==> config.mk <==
export PLATFORM = sky130hd
export DESIGN_NAME = uart_tx_fifo
export DESIGN_NICKNAME = d
export VERILOG_FILES = /design/src/rtl/uart_pkg.sv /design/src/rtl/sync_fifo.sv /design/src/rtl/uart_tx_fifo.sv
export SDC_FILE = /design/constraint.sdc
export NUM_CORES = 1
export LEC_CHECK = 0
export CORE_MARGIN = 2
export CORE_UTILIZATION = 30
export DETAILED_ROUTE_END_ITERATION = 12
export PLACE_DENSITY = 0.52
export SETUP_SLACK_MARGIN = 0.4
export SYNTH_ARGS = -nofsm -noshare
export SYNTH_HDL_FRONTEND = slang
export SYNTH_SLANG_ARGS = --single-unit
==> constraint.sdc <==
create_clock -name CLK_50MHZ -period 4.7 [get_ports CLK_50MHZ]
set_input_delay 0.705 -clock CLK_50MHZ [delete_from_list [all_inputs] [get_ports CLK_50MHZ]]
set_output_delay 0.705 -clock CLK_50MHZ [all_outputs]
set_load 0.005 [all_outputs]
run_1/clocks.png
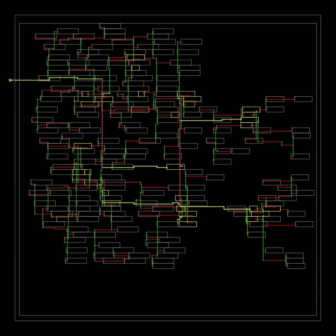
reported clock group power: 1430 uW
Worst-Skew Late Latency: 0.44 ns
number of buffers inserted during clock tree synthesis: 17
clock skew after layout: 0.01382 ns

run_1/wires.png
Drawn at 1.5 px/um.
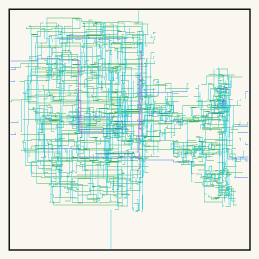
- metal 1: green (wire length 6750 um)
- metal 4: magenta (wire length 181 um)
- metal 2: cyan (wire length 7070 um)
- metal 3: blue (wire length 563 um)
average wire per cell in the routed design: 18.41 um
wirelength, routed: 14560 um

run_1/cell_density.png
Drawn at 2 px/um. The die is cut into 16 by 16 equal tiles; black is low, pale yellow is high, 0 to 100% covered.
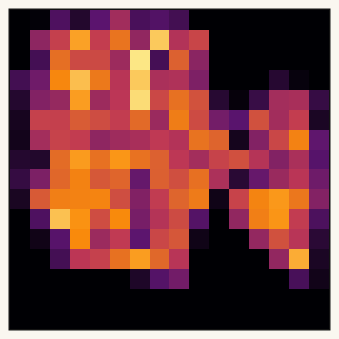
- emptiest ninth of the die: top right
- mean over tiles: 31%
- fullest tile: 95%
- nearly empty tiles: 32%
- tiles over 75% full: 5.9%
starting utilization of the core area: 0.3071
fraction of the core area covered by cells at the end of the flow: 0.3530
total core area: 23610 sq um

run_1/io_placement.png
Drawn at 2 px/um. Pins as bars across the die edge, other pins in grey.
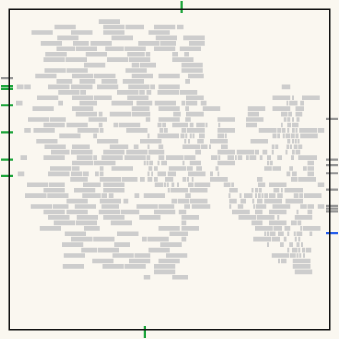
- RST: blue (pins 1; direction input; edge right)
- DATA_IN: green (pins 8; direction input; edge 6 left, 1 top, 1 bottom)
- all pins by edge: 9 right, 7 left, 1 top, 1 bottom
number of buffers inserted by port buffering: 17
height of the die: 159.5 um
width of the die: 159.5 um

==> tab_implementation.tex, run 1 <==
% Table of physical implementation metrics
\begin{tabular}{lr}
\hline
Metric & Value \\
\hline
\multicolumn{2}{l}{\textbf{Outcome}} \\
\quad Status & complete, no violations \\
\multicolumn{2}{l}{\textbf{Finish}} \\
\quad Flop area & 4923 sq um \\
\quad Top logic cells by instance count in the layout & edfxtp\_1, dfrtp\_1, nand2\_1 \\
\quad Flop share of the area & 0.5908 \\
\quad Share of the final layout cell area in multi-input gates & 0.2557 \\
\quad Combinational gates & 231 \\
\quad Area taken by multi-input logic gates & 2131 sq um \\
\quad Area share of buffers outside the clock network & 0.02522 \\
\quad Number of flip-flops under the largest register name & 128 \\
\quad Most frequent logic cell in the layout & edfxtp\_1 \\
\quad Cell area after layout & 8334 sq um \\
\quad Non-Filler Instances & 791 \\
\quad Filler cells & 2270 \\
\multicolumn{2}{l}{\textbf{Final timing}} \\
\quad Final Hold Violating Endpoints & 0 \\
\quad Worst Tran Pin Value & 0.9655 ns \\
\quad Worst Hold Slack & 0.4302 ns \\
\quad Final period utilization & 0.6314 \\
\quad RSZ-0062 raised after global routing & no \\
\multicolumn{2}{l}{\textbf{Power}} \\
\quad Post-route total power & 4929 uW \\
\quad Sw Share & 0.3263 \\
\quad Leakage power & 0.002944 uW \\
\quad Portion of total power attributed to the clock network & 0.290 \\
\multicolumn{2}{l}{\textbf{Detailed routing}} \\
\quad Routed met1 length & 6749 um \\
\quad Initial DRT Pass Iterations & 6 \\
\quad Top routing layer used & met4 \\
\quad Number of vias per cell & 4.824 \\
\quad Met2 Routed Length & 7071 um \\
\multicolumn{2}{l}{\textbf{Logic synthesis}} \\
\quad Fraction of the yosys area taken by sequential cells & 0.6787 \\
\quad Mux cell area share after synthesis & 0.1046 \\
\quad Count of instantiated cells in the yosys netlist & 438 \\
\quad Total of flip-flops plus latches after synthesis & 171 \\
\quad Xor-xnor portion of the synthesized cell area & 0.03295 \\
\multicolumn{2}{l}{\textbf{Critical path}} \\
\quad Worst setup EP type & flop \\
\quad Worst-path maximum fanout & 23 \\
\multicolumn{2}{l}{\textbf{GRT}} \\
\quad Vias in the first global route & 3982 \\
\quad Initial antenna violation count & 0 \\
\quad Routing usage on met1 & 0.1595 \\
\quad Met2 track demand over resource & 0.1926 \\
\quad Maximum number of pins on one net before global-route repair & 44 \\
\quad Total congestion overflow after global routing & 0 \\
\quad Wire length of the first global-routing pass & 22900 um \\
\multicolumn{2}{l}{\textbf{CTS}} \\
\quad Master cell of the clock root buffer & clkbuf\_16 \\
\multicolumn{2}{l}{\textbf{Die}} \\
\quad N\_taps & 319 \\
\quad Top-Level Pins & 18 \\
\multicolumn{2}{l}{\textbf{Placed design}} \\
\quad Weighted congestion at the end of routability-driven global placement & 0.7426 \\
\multicolumn{2}{l}{\textbf{Run}} \\
\quad Number of warnings in the stage logs & 32 \\
\hline
\end{tabular}
[run 1: power groups by stage]
stage | Combinational (uW) | Clock (uW) | Sequential (uW)
2_1_floorplan | 1180 | 0 | 2010
3_3_place_gp | 1390 | 0 | 2130
3_5_place_dp | 1430 | 0 | 2140
4_1_cts | 1430 | 1460 | 2110
5_1_grt | 1540 | 1510 | 2140
6_report | 1400 | 1430 | 2100
[run 1: synthesized netlist by cell type, drive strengths merged]
cell type / count / share of area
inv: 15 / 0.0078
dfstp: 2 / 0.0072
nor2: 21 / 0.011
nor3: 3 / 0.0028
mux4: 32 / 0.10
xnor2: 17 / 0.023
nand4b: 2 / 0.0024
nand3b: 1 / 0.0010
a32o: 3 / 0.0041
nand3: 6 / 0.0048
nor4bb: 1 / 0.0014
a222oi: 6 / 0.0083
maj3: 2 / 0.0029
nor2b: 5 / 0.0047
or3: 2 / 0.0017
clkbuf: 10 / 0.0052
edfxtp: 128 / 0.53
a21oi: 9 / 0.0062
or2: 3 / 0.0026
ha: 12 / 0.021
and3: 2 / 0.0017
xnor3: 1 / 0.0031
nand2: 30 / 0.016
o21ai: 9 / 0.0062
buf: 11 / 0.014
o22ai: 3 / 0.0026
a2bb2oi: 1 / 0.0021
a22oi: 15 / 0.016
or4: 3 / 0.0041
a21o: 2 / 0.0021
nand4: 2 / 0.0017
nor4: 4 / 0.0043
and3b: 1 / 0.0012
nand2b: 4 / 0.0035
dfrtp: 41 / 0.14
and2: 18 / 0.016
a22o: 3 / 0.0036
xor2: 6 / 0.0072
nor3b: 2 / 0.0021
[run 1: worst max-delay path, stage by stage, from the launching register on]
cell and delay (ns):
dfrtp_2 0.88, mux4_1 0.69, a22oi_1 0.26, nand2_1 0.14, xnor2_1 0.27, xnor3_1 0.37, xnor2_1 0.15, o21ai_1 0.07
run_1/placement_by_type.png
Drawn at 1.5 px/um.
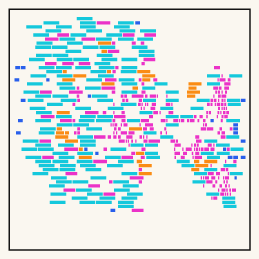

## Run 2: what changed since run 1
==> constraint.sdc (replaced) <==
create_clock -name CLK_50MHZ -period 2.9 [get_ports CLK_50MHZ]
set_input_delay 0.435 -clock CLK_50MHZ [delete_from_list [all_inputs] [get_ports CLK_50MHZ]]
set_output_delay 0.435 -clock CLK_50MHZ [all_outputs]
set_load 0.005 [all_outputs]
run_2/placement_by_type.png
Drawn at 1.5 px/um.
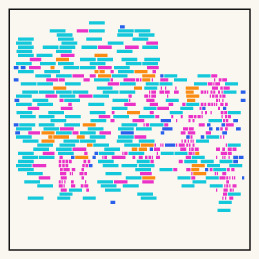
- other buffers and delay cells: blue (cells 37; share of their area 4.5%)
- clock drivers and dummy loads: orange (cells 32; share of their area 7.8%)
- flops: cyan (cells 171; share of their area 60%)
- combinational and other logic: magenta (cells 246; share of their area 27%)
cell area after layout: 8557 sq um
flop share of the area: 0.5754

==> run 2 against run 1 <==
- utilization is 0.94 points higher
- largest cell class unchanged
- flip-flop count is the same
- die size stayed put
- fmax grew 25%
- wire length fell by 2.2%
- largest power group unchanged
- synthesized cell count stayed put
- total power grew 68%
- combinational power rose by 87%
- critical endpoint unchanged
==> tab_implementation.tex, run 2 <==
% Table of physical implementation metrics
\begin{tabular}{lr}
\hline
Metric & Value \\
\hline
\multicolumn{2}{l}{\textbf{Power}} \\
\quad Sw Share & 0.3192 (-0.007092) \\
\quad Post-route total power & 8291 uW (+68\%) \\
\quad Leakage power & 0.003060 uW (+3.9\%) \\
\multicolumn{2}{l}{\textbf{Critical path}} \\
\quad Worst-path maximum fanout & 10 (-57\%) \\
\quad Highest cell delay on the worst timing path & 0.51 ns (-0.37 ns) \\
\quad Worst Path Buf+Inv & 1 (+1) \\
\quad Cells traversed along the worst timing path & buf\_12 -> mux4\_2 -> a22oi\_2 -> nand2\_1 -> xnor2\_2 -> xnor3\_1 -> xnor2\_1 -> o21ai\_1 \\
\quad Top cell family by delay on the critical path & XOR/XNOR gates \\
\multicolumn{2}{l}{\textbf{GRT}} \\
\quad Initial antenna violation count & 0 (unchanged) \\
\quad Vias in the first global route & 3987 (+0.13\%) \\
\quad Wire length of the first global-routing pass & 22850 um (-0.21\%) \\
\quad Total congestion overflow after global routing & 0 (unchanged) \\
\quad Maximum number of pins on one net before global-route repair & 44 (unchanged) \\
\multicolumn{2}{l}{\textbf{Die}} \\
\quad Starting utilization of the core area & 0.3071 (unchanged) \\
\quad Width of the die & 159.5 um (unchanged) \\
\quad Height of the die & 159.5 um (unchanged) \\
\multicolumn{2}{l}{\textbf{Logic synthesis}} \\
\quad Predominant post-synthesis flop cell & edfxtp\_1 \\
\quad Post-synth tally of flip-flops with integrated enable & 128 (unchanged) \\
\quad Count of instantiated cells in the yosys netlist & 438 (unchanged) \\
\quad Mux cell area share after synthesis & 0.1046 (unchanged) \\
\quad Top cell type by instance count after synthesis & edfxtp\_1 \\
\quad Total of flip-flops plus latches after synthesis & 171 (unchanged) \\
\quad Most frequent cells after synthesis & edfxtp\_1, dfrtp\_1, nand2\_1 \\
\multicolumn{2}{l}{\textbf{Finish}} \\
\quad Top logic cells by instance count in the layout & edfxtp\_1, dfrtp\_1, nand2\_1 \\
\quad Filler cells & 2248 (-0.97\%) \\
\quad Most frequent logic cell in the layout & edfxtp\_1 \\
\quad Flop area & 4923 sq um (unchanged) \\
\multicolumn{2}{l}{\textbf{Detailed routing}} \\
\quad Number of vias per cell & 4.753 (-1.5\%) \\
\quad Met2 Routed Length & 7136 um (+0.92\%) \\
\quad Top routing layer used & met4 \\
\quad Average wire per cell in the routed design & 17.69 um (-3.9\%) \\
\multicolumn{2}{l}{\textbf{Final timing}} \\
\quad Worst Tran Pin Value & 1.025 ns (+0.05934 ns) \\
\quad Final period utilization & 0.8202 (+0.1888) \\
\quad Clock skew after layout & 0.01884 ns (+0.005012 ns) \\
\quad Final Hold Violating Endpoints & 0 (unchanged) \\
\quad Worst Hold Slack & 0.1837 ns (-0.2465 ns) \\
\multicolumn{2}{l}{\textbf{CTS}} \\
\quad Worst-Skew Late Latency & 0.44 ns (about the same) \\
\quad Number of buffers inserted during clock tree synthesis & 17 (unchanged) \\
\multicolumn{2}{l}{\textbf{Outcome}} \\
\quad Status & complete, no violations \\
\multicolumn{2}{l}{\textbf{Placed design}} \\
\quad Number of buffers inserted by port buffering & 17 (unchanged) \\
\multicolumn{2}{l}{\textbf{Run}} \\
\quad Number of warnings in the stage logs & 33 (+3.1\%) \\
\hline
\end{tabular}
## run 2: cell families (layout without fill, tap and decap cells)
family / after synthesis / in the layout
simple gates: 110 / 110
mux: 32 / 32
buf+inv: 36 / 84
fa+ha+maj: 14 / 14
xor+xnor: 24 / 24
compound gates: 51 / 51
flops: 171 / 171
## run 2: through the flow
step	util	cell area, sq um	cells
4_1_cts	0.3584	8463	800
3_3_place_gp	0.3314	7825	768
6_report	0.3624	8557	805
2_1_floorplan	-	7252	438
3_5_place_dp	0.3314	7825	768
5_1_grt	0.3624	8557	805
## run 2: layout make-up
class | instances | share of cell area
flip-flops and latches | 171 | 0.5754
repair buffers | 37 | 0.04328
clock buffers | 17 | 0.04971
multi-input cells | 231 | 0.2535
clock inverters | 15 | 0.02486
well taps | 319 | 0.04664
inverters | 15 | 0.006580
## run 2: per-layer routing
metal / vias up / track usage
met4: 0 / 0.03967
li1: 1762 / -
met5: - / 0
met3: 13 / 0.02631
met2: 68 / 0.1934
met1: 1983 / 0.1567
## run 2: power groups by stage
stage / Combinational [uW] / Sequential (uW) / Clock, uW
after floorplan: 1900 / 3250 / 0
after global placement: 2480 / 3320 / 0
after detailed placement: 2510 / 3340 / 0
after CTS: 2510 / 3290 / 2440
after global routing: 2860 / 3340 / 2560
final: 2620 / 3290 / 2380
## run 2: repair_timing
item / 4_1_cts / 5_1_grt
hold endpoints to repair: 0 / 0
setup buffers: 0 / 4
endpoints found under the setup margin: 0 / 9
gates resized: 0 / 8
Power and IR drop assume default switching activity.
